### src/rtl/seg_scan_pkg.sv
// Shared constants and helpers for the multiplexed hex display scanner.
// Width helper, anode-off pattern and parameter legality check.
package seg_scan_pkg;

    localparam int NIBBLE_W = 4;

    // Bits needed to hold 0..n-1, never less than one.
    function automatic int clog2(input int n);
        int r;
        r = 1;
        while ((1 << r) < n) r++;
        return r;
    endfunction

    // All anodes off: n ones, right-aligned in 32 bits.
    function automatic logic [31:0] anode_off(input int n);
        if (n >= 32) return '1;
        return (32'd1 << n) - 32'd1;
    endfunction

    function automatic bit params_ok(
        input int nd,
        input int div,
        input int dead,
        input int blank
    );
        return (nd >= 1) && (nd <= 32) && (div >= 2) &&
               (dead >= 0) && (dead < div) &&
               (blank == 0 || blank == 1);
    endfunction

endpackage

### src/rtl/seg_refresh_divider.sv
// Slot timer for the scanner: divides clk into digit slots
// and walks the scanned digit index around the frame.
module seg_refresh_divider
    import seg_scan_pkg::*;
#(
    parameter int REFRESH_DIV = 100000,
    parameter int NUM_DIGITS  = 4,
    localparam int CNT_W = clog2(REFRESH_DIV),
    localparam int IDX_W = clog2(NUM_DIGITS)
) (
    input  logic             clk,
    input  logic             rst_n,
    output logic [CNT_W-1:0] div_cnt,
    output logic [IDX_W-1:0] idx,
    output logic             tick
);

    localparam logic [CNT_W-1:0] CNT_LAST = CNT_W'(REFRESH_DIV - 1);
    localparam logic [IDX_W-1:0] IDX_LAST = IDX_W'(NUM_DIGITS - 1);

    logic [CNT_W-1:0] div_cnt_q, div_cnt_d;
    logic [IDX_W-1:0] idx_q, idx_d;

    assign tick = (div_cnt_q == CNT_LAST);

    // Next slot count and digit index; index moves once per slot.
    always_comb begin
        div_cnt_d = tick ? '0 : div_cnt_q + 1'b1;
        idx_d     = idx_q;
        if (tick) begin
            idx_d = (idx_q == IDX_LAST) ? '0 : idx_q + 1'b1;
        end
    end

    // Counter state.
    always_ff @(posedge clk or negedge rst_n) begin
        if (!rst_n) begin
            div_cnt_q <= '0;
            idx_q     <= '0;
        end else begin
            div_cnt_q <= div_cnt_d;
            idx_q     <= idx_d;
        end
    end

    assign div_cnt = div_cnt_q;
    assign idx     = idx_q;

endmodule

### src/rtl/seg_digit_scanner.sv
// Time-multiplexes a packed hex value onto one digit bus with
// active-low anodes, dead-time, leading-zero blanking and frame-safe loads.
module seg_digit_scanner
    import seg_scan_pkg::*;
#(
    parameter int NUM_DIGITS    = 4,
    parameter int REFRESH_DIV   = 100000,
    parameter int DEAD_CYCLES   = 16,
    parameter int BLANK_LEADING = 1,
    localparam int IDX_W  = clog2(NUM_DIGITS),
    localparam int DATA_W = NIBBLE_W * NUM_DIGITS
) (
    input  logic                  clk,
    input  logic                  rst_n,
    input  logic                  load_valid,
    output logic                  load_ready,
    input  logic [DATA_W-1:0]     load_data,
    output logic [NIBBLE_W-1:0]   nibble_out,
    output logic [NUM_DIGITS-1:0] an_n,
    output logic [IDX_W-1:0]      digit_idx,
    output logic                  blank_out
);

    localparam int CNT_W = clog2(REFRESH_DIV);
    localparam logic [31:0] AN_OFF_W = anode_off(NUM_DIGITS);
    localparam logic [NUM_DIGITS-1:0] AN_OFF = AN_OFF_W[NUM_DIGITS-1:0];
    localparam logic [NUM_DIGITS-1:0] AN_ONE = NUM_DIGITS'(1);
    localparam logic [IDX_W-1:0] IDX_LAST = IDX_W'(NUM_DIGITS - 1);
    localparam bit BLANK_EN = (BLANK_LEADING != 0);

    if (!params_ok(NUM_DIGITS, REFRESH_DIV, DEAD_CYCLES, BLANK_LEADING))
    begin : g_bad_params
        $error("seg_digit_scanner: illegal parameter combination");
    end

    logic [CNT_W-1:0] div_cnt;
    logic [IDX_W-1:0] idx;
    logic             tick;

    seg_refresh_divider #(
        .REFRESH_DIV (REFRESH_DIV),
        .NUM_DIGITS  (NUM_DIGITS)
    ) u_div (
        .clk     (clk),
        .rst_n   (rst_n),
        .div_cnt (div_cnt),
        .idx     (idx),
        .tick    (tick)
    );

    logic [DATA_W-1:0]     display_q, display_d;
    logic [DATA_W-1:0]     pending_q, pending_d;
    logic                  pending_valid_q, pending_valid_d;
    logic [NUM_DIGITS-1:0] an_n_q, an_n_d;
    logic [NIBBLE_W-1:0]   nibble_q, nibble_d;
    logic [IDX_W-1:0]      digit_idx_q;
    logic                  blank_q, blank_d;

    logic                  in_dead;
    logic [NUM_DIGITS-1:0] zero_from;
    logic                  accept;
    logic                  commit;

    if (DEAD_CYCLES == 0) begin : g_no_dead
        assign in_dead = 1'b0;
    end else begin : g_dead
        localparam logic [CNT_W-1:0] DEAD_C = CNT_W'(DEAD_CYCLES);
        assign in_dead = (div_cnt < DEAD_C);
    end

    // zero_from[i]: every nibble at index i and above is zero.
    always_comb begin
        logic run;
        run       = 1'b1;
        zero_from = '0;
        for (int i = NUM_DIGITS - 1; i >= 0; i--) begin
            run          = run && (display_q[NIBBLE_W*i +: NIBBLE_W] == '0);
            zero_from[i] = run;
        end
    end

    assign accept = load_valid && !pending_valid_q;
    assign commit = tick && (idx == IDX_LAST) && pending_valid_q;

    // Load capture, frame-end commit and next output values.
    always_comb begin
        pending_d       = pending_q;
        pending_valid_d = pending_valid_q;
        display_d       = display_q;
        if (accept) begin
            pending_d       = load_data;
            pending_valid_d = 1'b1;
        end else if (commit) begin
            display_d       = pending_q;
            pending_valid_d = 1'b0;
        end
        blank_d  = BLANK_EN && (idx != '0) && zero_from[idx];
        nibble_d = display_q[NIBBLE_W*idx +: NIBBLE_W];
        an_n_d   = (in_dead || blank_d) ? AN_OFF : ~(AN_ONE << idx);
    end

    // Display/pending state and registered display outputs.
    always_ff @(posedge clk or negedge rst_n) begin
        if (!rst_n) begin
            display_q       <= '0;
            pending_q       <= '0;
            pending_valid_q <= 1'b0;
            an_n_q          <= AN_OFF;
            nibble_q        <= '0;
            digit_idx_q     <= '0;
            blank_q         <= 1'b0;
        end else begin
            display_q       <= display_d;
            pending_q       <= pending_d;
            pending_valid_q <= pending_valid_d;
            an_n_q          <= an_n_d;
            nibble_q        <= nibble_d;
            digit_idx_q     <= idx;
            blank_q         <= blank_d;
        end
    end

    assign load_ready = !pending_valid_q;
    assign an_n       = an_n_q;
    assign nibble_out = nibble_q;
    assign digit_idx  = digit_idx_q;
    assign blank_out  = blank_q;

endmodule

### config.mk
export PLATFORM = sky130hd
export DESIGN_NAME = seg_digit_scanner
export DESIGN_NICKNAME = d
export VERILOG_FILES = /design/src/rtl/seg_scan_pkg.sv /design/src/rtl/seg_refresh_divider.sv /design/src/rtl/seg_digit_scanner.sv
export SDC_FILE = /design/constraint.sdc
export NUM_CORES = 1
export LEC_CHECK = 0
export ABC_CLOCK_PERIOD_IN_PS = 2800
export CAP_MARGIN = 20
export CORE_ASPECT_RATIO = 0.8
export CORE_UTILIZATION = 59
export DETAILED_ROUTE_END_ITERATION = 8
export MAX_ROUTING_LAYER = met4
export PLACE_DENSITY = 0.82
export SYNTH_ARGS = -nofsm -noshare
export SYNTH_HDL_FRONTEND = slang
export SYNTH_HIERARCHICAL = 1
export SYNTH_SLANG_ARGS = --single-unit
### constraint.sdc
create_clock -name clk -period 2.8 [get_ports clk]
set_input_delay 0.84 -clock clk [delete_from_list [all_inputs] [get_ports clk]]
set_output_delay 0.84 -clock clk [all_outputs]
set_load 0.01 [all_outputs]
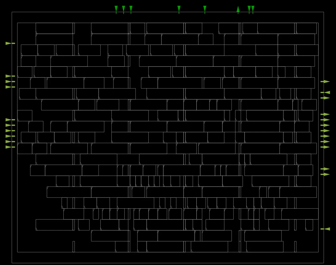
Run 1: cell outlines without signal wires
fillcell total: 242
Std-Cell Rows: 21
Finished Layout Cells: 290

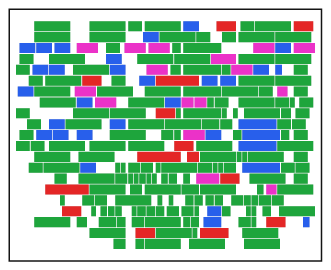
Run 1: cells by drive strength
Scale: 4 px per µm.
Key: _0 and _1 cells = green [cells 171]; _2 cells = blue [cells 32]; _3 and _4 cells = magenta [cells 16]; _6 and larger = red [cells 14]

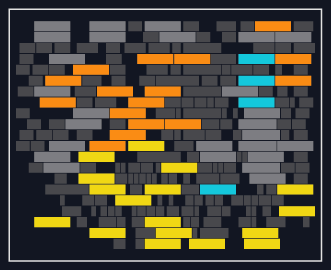
Run 1: sequential cells colored by netlist name
Scale: 4 px per µm. Other sequential cells in the stronger gray, the rest of the logic in the fainter gray.
Key: display_q = orange [placed flops 16]; u_div/div_cnt = yellow [placed flops 17]; nibble_out = cyan [placed flops 4]
Another 26 sequential cells are not colored.

==> summary.txt, run 1 <==
run metrics: run status finished, final reports clean, proportion of layout cells with a drive suffix above 1 approximately a quarter, Largest type area fraction 54.6%, clock root buffer clkbuf_8, Reg2Reg Depth 5, post-cts hold-fix buffer tally 0, hold endpoint display_q[0]$_DFFE_PN0P_, flop count about 63, largest buffer count on any clock path 2, Main synth FF type dfrtp_1, GR Util met3 about a tenth, clk pwr between 0.0009 and 0.001 W, Non-clock buffer share 9.79%, number of port buffers 30, Top cells excl fill/tap dfrtp_1 (59), clkdlybuf4s50_1 (29), mux2_2 (24), nor2_1 (16), mux2_4 (10), clk_lat worst skew 0.35 ns, Vias 1662, Hold/Removal Path Class flip-flop to flip-flop, clock sink total 63, WP data arrival 1.39 ns, FP Util 63.1%, FF-to-FF End display_q[11]$_DFFE_PN0P_, Worst Setup Path Type flip-flop to output pin, grt peak-use layer met2, CTS resizes 0, P&R area growth vs syn 22.0%, RSZ-0062 raised after global routing no, largest stage delay on the critical path 0.52 ns, Tap Cells 57, ANT cells 0, WHS Path Cells 1, Setup Skew 0.00932 ns, slowest CP cell clkdlybuf4s50_1, clock share of power approximately half, CP startpoint kind flip-flop, Crit path max-delay family buffers and inverters, worst-margin pin slew roughly 0.65 ns, crit path time final 2.23 ns, total leakage power 1.50 nW, largest net degree at the start of global routing 36, setup tns final 0 ns, Final ANT Viol Nets 0, DP Cell Count about 270, Worst-path clk slew 0.07 ns, initial antenna violation count 0, DR vias/cell 5.73, comb area leader multiplexers, combinational gate count 118, Pwr top clock, async set-or-reset flop fraction in the synthesized netlist 100%, max frequency about 450 MHz, H-Tree Depth 3, M2 GR Usage 35.5%, simple share 13.1%, bufs w/o clock 32, final core occ 77.0%, Flop pwr share 48.0%, switching share of power 20.8%, CP Cell Sequence inv_1 -> clkdlybuf4s50_1, most numerous logic cell after layout dfrtp_1, XOR Share, Synth 4.86%, Comb power frac 3.7%, post-CTS setup buffers 0, Buf+Inv Stages, Crit Path 2, YS chip area 0.00270 mm², DRC violations left 0, pre-CTS setup slack approximately 0.56 ns, DIE WIDTH 77.7 µm, R2R setup slack roughly 0.6 ns
==> run 2, diff against run 1 <==
Settings changed: ABC_CLOCK_PERIOD_IN_PS 2800 to 1800, CORE_UTILIZATION 59 to 50, PLACE_DENSITY 0.82 to 0.74.
Clock period 2.8 ns to 1.8 ns, I/O delays scaled along.
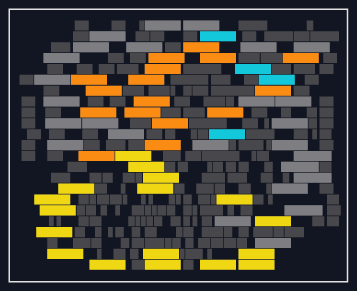
Run 2: sequential cells colored by netlist name
Scale: 4 px per µm. Other sequential cells in the stronger gray, the rest of the logic in the fainter gray.
Key: nibble_out = cyan [placed flops 4]; u_div/div_cnt = yellow [placed flops 17]; display_q = orange [placed flops 16]
Another 26 sequential cells are not colored.

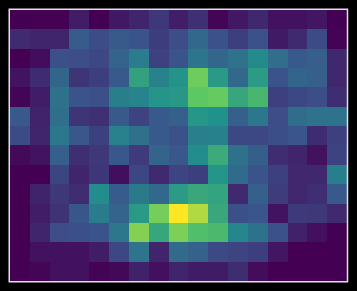
Run 2: signal metal coverage by tile
Scale: 4 px per µm. The die is cut into 17 by 14 equal tiles; dark purple is low, yellow is high, scaled to the fullest tile. Values are wire area over tile area, all layers added.
The mean over all tiles is 0.14. 12% of the tiles are over half the peak. 11% of the tiles are nearly empty. The fullest tile reaches 0.58.

==> summary.txt, run 2 <==
run metrics: comb area leader multiplexers, setup tns final -0.0623 ns (-0.0623 ns), grt peak-use layer met2, number of warnings in the stage logs 29, Worst-path clk slew 0.06 ns (about the same), Buf+Inv Stages, Crit Path 1 (-1), worst setup margin -0.0189 ns, Stages on worst setup path 5, highest metal used met4, Largest type area fraction 54.6% (unchanged), Slew Limit Fails 0, Finished Layout Cells 320 (+10%), clock buffers 12, clock share of power 42.1% (-6.2 points), H-Tree Depth 3 (unchanged), Final ANT Viol Nets 0 (unchanged), largest net degree at the start of global routing 27 (-25%), run status finished with violations, initial antenna violation count 0 (unchanged), mux share 19.4%, warning count from the yosys run 6, Std-Cell Rows 23 (+9.5%), crit path time final 1.82 ns, switching share of power 20.6% (-0.17 points), WL per Instance 15.7 µm, bufs w/o clock 57 (+78%), gr usage total 20.8%, DRC violations left 9 (+9), combinational gate count 118 (unchanged), routed wl met3 ~330 µm, post-synthesis cell count 190, clk pwr 0.00117 W (+21%), GR Util met3 7.33% (-2.9 points), Setup Skew 0.00521 ns (-0.00411 ns), most numerous logic cell after layout dfrtp_1, DP Cell Count 303 (+11%), Yosys cell types 35, final core occ 68.3% (-8.7 points), CP startpoint kind flip-flop, CP Max Fanout 17, cycle use final 101%, WP data arrival 2.04 ns (+0.65 ns), RR Startpoint u_div/div_cnt[8]$_DFF_PN0_, M2 GR Usage 30.7% (-4.8 points), ANT cells 0 (unchanged), post-CTS setup buffers 1 (+1), number of port buffers 30 (unchanged), worst-margin pin slew 0.480 ns (-0.173 ns), largest buffer count on any clock path 2 (unchanged), DIE WIDTH 84.2 µm (+8.4%), P&R area growth vs syn 28.7%, slowest CP cell or4b_4, fillcell total 382 (+58%), RSZ-0062 raised after global routing yes, Min Hold Slack 0.152 ns, Top cells excl fill/tap dfrtp_1 (59), mux2_2 (24), clkdlybuf4s50_1 (24), buf_4 (23), nor2_1 (16), clk_lat worst skew 0.34 ns (about the same), Vias 1733 (+4.3%), P_int 0.00221 W, clock sink total 63 (unchanged), FP Util 53.1% (-10 points), pre-CTS setup slack -0.160 ns (-0.716 ns), simple share 13.1% (unchanged), logic area 0.00107 mm², Crit path max-delay family simple AND/OR/NAND/NOR gates, Main synth FF type dfrtp_1, CTS resizes 5 (+5), Worst Setup Path Type flip-flop to flip-flop, total leakage power 1.65 nW (+9.6%), placed cell areas 0.00329 mm², Compound-Gate Fraction of Synth Area 0.972%, first-pass GRT wire length 8230 µm, async set-or-reset flop fraction in the synthesized netlist 100% (unchanged), area leader, netlist dfrtp_1, Boundary Pins 31, Placer Congestion 0.849, clock root buffer clkbuf_8, Tot Pwr 0.00278 W, Tap Cells 62 (+8.8%), drt pass-1 iters 6, Non-clock buffer share 15.6% (+5.8 points), Comb power frac 4.3% (+0.6 points), proportion of layout cells with a drive suffix above 1 33.3% (+6.7 points), largest stage delay on the critical path 0.55 ns (+0.03 ns), R2R setup slack -0.02 ns (-0.63 ns), Non-clk invs 4, met1 GRT Util approximately a quarter, Pwr top sequential cells, flop count 63 (unchanged), XOR Share, Synth 4.86% (unchanged), Final setup viols 9, Synth flops roughly 63, Flop pwr share 53.6% (+5.6 points), largest cell class by area sequential cells, YS chip area 0.00270 mm² (unchanged), combinational power 0.000121 W, failing checks design-rule violations, negative setup slack, Largest cells by area dfrtp_1 (55%), mux2_2 (10%), mux2_4 (5.6%), dfstp_2 (3.9%), mux4_1 (3.9%), fa+ha+maj area frac 0.925%, post-cts hold-fix buffer tally 0 (unchanged), Hold/Removal Path Class input port to async pin, max frequency ~550 MHz, DR vias/cell 5.42 (-5.5%), Die H 67.8 µm, grt ovf 0, Reg2Reg Depth 5 (unchanged), FF-to-FF End display_q[11]$_DFFE_PN0P_, CP Cell Sequence or4b_4 -> nor3_4 -> nand3_4 -> buf_12 -> mux2_4, M1 wire length 2410 µm
==> run 3, diff against run 2 <==
Settings changed: SKIP_CTS_REPAIR_TIMING from default to 1, SLEW_MARGIN from default to 20.
==> summary.txt, run 3 <==
run metrics: largest stage delay on the critical path 0.55 ns (about the same), Placer Congestion 0.849 (unchanged), highest metal used met4, logic area 0.00107 mm² (unchanged), clock sink total 63 (unchanged), core footprint 0.00509 mm², Non-clk invs 4 (unchanged), clock buffers 12 (unchanged), largest buffer count on any clock path 2 (unchanged), design area between 0.003 and 0.004 mm², Largest type area fraction 54.6% (unchanged), YS chip area 0.00270 mm² (unchanged), placed cell areas 0.00329 mm² (unchanged), first-pass GRT wire length 8230 µm (unchanged), combinational gate count 118 (unchanged), clock share of power 42.1% (about the same), Crit path max-delay family simple AND/OR/NAND/NOR gates, combinational power 0.000121 W (about the same), number of warnings in the stage logs 28 (-3.4%), routed wl met3 281 µm (-14%), CP startpoint kind flip-flop, grt peak-use layer met2, Finished Layout Cells 319 (-0.31%), initial antenna violation count 0 (unchanged), R2R setup slack -0.02 ns (about the same), CP Cell Sequence or4b_4 -> nor3_4 -> nand3_4 -> buf_12 -> mux2_4, clk_lat worst skew 0.34 ns (about the same), H-Tree Depth 3 (unchanged), crit path capture type flip-flop, final net count ~270, Fin. Hold Viols 0, Comb area share 30.7%, post-DP HPWL 3590 µm, Top cells excl fill/tap dfrtp_1 (58), mux2_2 (24), clkdlybuf4s50_1 (24), buf_4 (22), nor2_1 (16), M1 wire length 2440 µm (+1.2%), crit path DRT 2.02 ns, CP Max Fanout 17 (unchanged), critical path startpoint u_div/div_cnt[8]$_DFF_PN0_, Vias 1716 (-0.98%), DRC violations left 9 (unchanged), XOR Share, Synth 4.86% (unchanged), slowest CP cell or4b_4, largest net degree at the start of global routing 27 (unchanged), P&R area growth vs syn 29.2%, bufs w/o clock 56 (-1.8%), Compound-Gate Fraction of Synth Area 0.972% (unchanged), DP Cell Count 303 (unchanged), Worst-path clk slew 0.06 ns (about the same), post-synthesis cell count 190 (unchanged), fillcell total 374 (-2.1%), met1 GRT Util 26.7% (+0.081 points), Buf+Inv Stages, Crit Path 1 (unchanged), switching share of power 20.6% (-0.021 points), Min Hold Slack 0.153 ns (+0.000234 ns), crit path capture display_q[11]$_DFFE_PN0P_, ANT cells 0 (unchanged), failing checks design-rule violations, negative setup slack, syn_nets around 210, relative slew slack 68.0%, Post-Syn Area about 0.0027 mm², DIE WIDTH 84.2 µm (unchanged), Final ANT Viol Nets 0 (unchanged), Comb power frac 4.3% (about the same), fa+ha+maj area frac 0.925% (unchanged), FF-to-FF End display_q[11]$_DFFE_PN0P_, clock root buffer clkbuf_8, simple share 13.1% (unchanged), Setup Skew 0.00442 ns (-0.000784 ns), final core occ 68.6% (+0.25 points), Seq share, synth 58.5%, chip footprint between 0.005 and 0.006 mm², met2 WL around 2200 µm, Die H 67.8 µm (unchanged), CTS tree done, number of port buffers 30 (unchanged), Max rail drop VDD 0.474 mV, DR vias/cell 5.38 (-0.67%), setup tns final -0.0560 ns (+0.00639 ns), Yosys Instances between 150 and 200, Sw Pwr roughly 0.00057 W, Synth flops 63 (unchanged), M2 GR Usage 30.7% (unchanged), WP data arrival 2.04 ns (about the same), GR Util met3 7.21% (-0.12 points), async set-or-reset flop fraction in the synthesized netlist 100% (unchanged), cycle use final 101% (-0.13 points), Stages on worst setup path 5 (unchanged), total leakage power 1.68 nW (+1.7%), most numerous logic cell after layout dfrtp_1, CTS Buf Count 9, Main synth FF type dfrtp_1, largest cell class by area sequential cells, run status finished with violations, grt ovf 0 (unchanged), Tot Pwr 0.00278 W (about the same), pre-CTS setup slack -0.160 ns (unchanged), ClkCell Share 5.45%, RSZ-0062 raised after global routing yes, Largest cells by area dfrtp_1 (55%), mux2_2 (10%), mux2_4 (5.6%), dfstp_2 (3.9%), mux4_1 (3.9%), Reg2Reg Depth 5 (unchanged), crit path time final 1.82 ns (-0.00236 ns), Yosys cell types 35 (unchanged), Final setup viols 9 (unchanged), RR Startpoint u_div/div_cnt[8]$_DFF_PN0_, proportion of layout cells with a drive suffix above 1 33.5% (+0.13 points), worst setup margin -0.0165 ns (+0.00236 ns), Std-Cell Rows 23 (unchanged), Seq power 0.00149 W, Tap Cells 62 (unchanged), comb area leader multiplexers, register area 0.00158 mm², Power Density 797 mW/mm², clk pwr 0.00117 W (about the same), max-cap violations 0, area leader, netlist dfrtp_1, P_int 0.00221 W (about the same), drt pass-1 iters 9 (+3), Slew Limit Fails 0 (unchanged), flop count 63 (unchanged), max frequency 551 MHz (+0.13%), number of synthesized flops with an enable pin 0, initial drt markers approximately 95, warning count from the yosys run 6 (unchanged), Worst Setup Path Type flip-flop to flip-flop, FP Util 53.1% (unchanged), Non-clock buffer share 15.8% (+0.27 points), worst-margin pin slew 0.480 ns (-0.0000525 ns), mux share 19.4% (unchanged), commonest cells in the netlist dfrtp_1 (59), mux2_2 (24), nor2_1 (16), Flop pwr share 53.6% (about the same), Hold/Removal Path Class input port to async pin, max FFs per register 17, count leader, synth dfrtp_1, Boundary Pins 31 (unchanged), sequential share of cell area 45.3%, Pwr top sequential cells
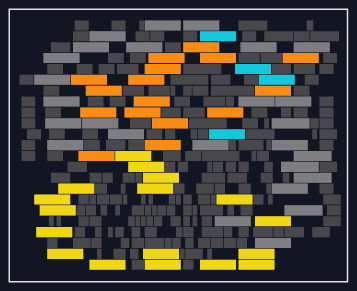
Run 3: sequential cells colored by netlist name
Scale: 4 px per µm. Other sequential cells in the stronger gray, the rest of the logic in the fainter gray.
Key: nibble_out = cyan [placed flops 4]; u_div/div_cnt = yellow [placed flops 17]; display_q = orange [placed flops 16]

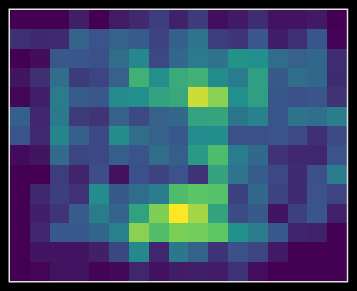
Run 3: signal metal coverage by tile
Scale: 4 px per µm. The die is cut into 17 by 14 equal tiles; dark purple is low, yellow is high, scaled to the fullest tile. Values are wire area over tile area, all layers added.
routed wire length: 5020 µm
gr usage total: 20.8%
WL per Instance: 15.7 µm

No activity file was given, so power comes from the tool's default toggle rates.
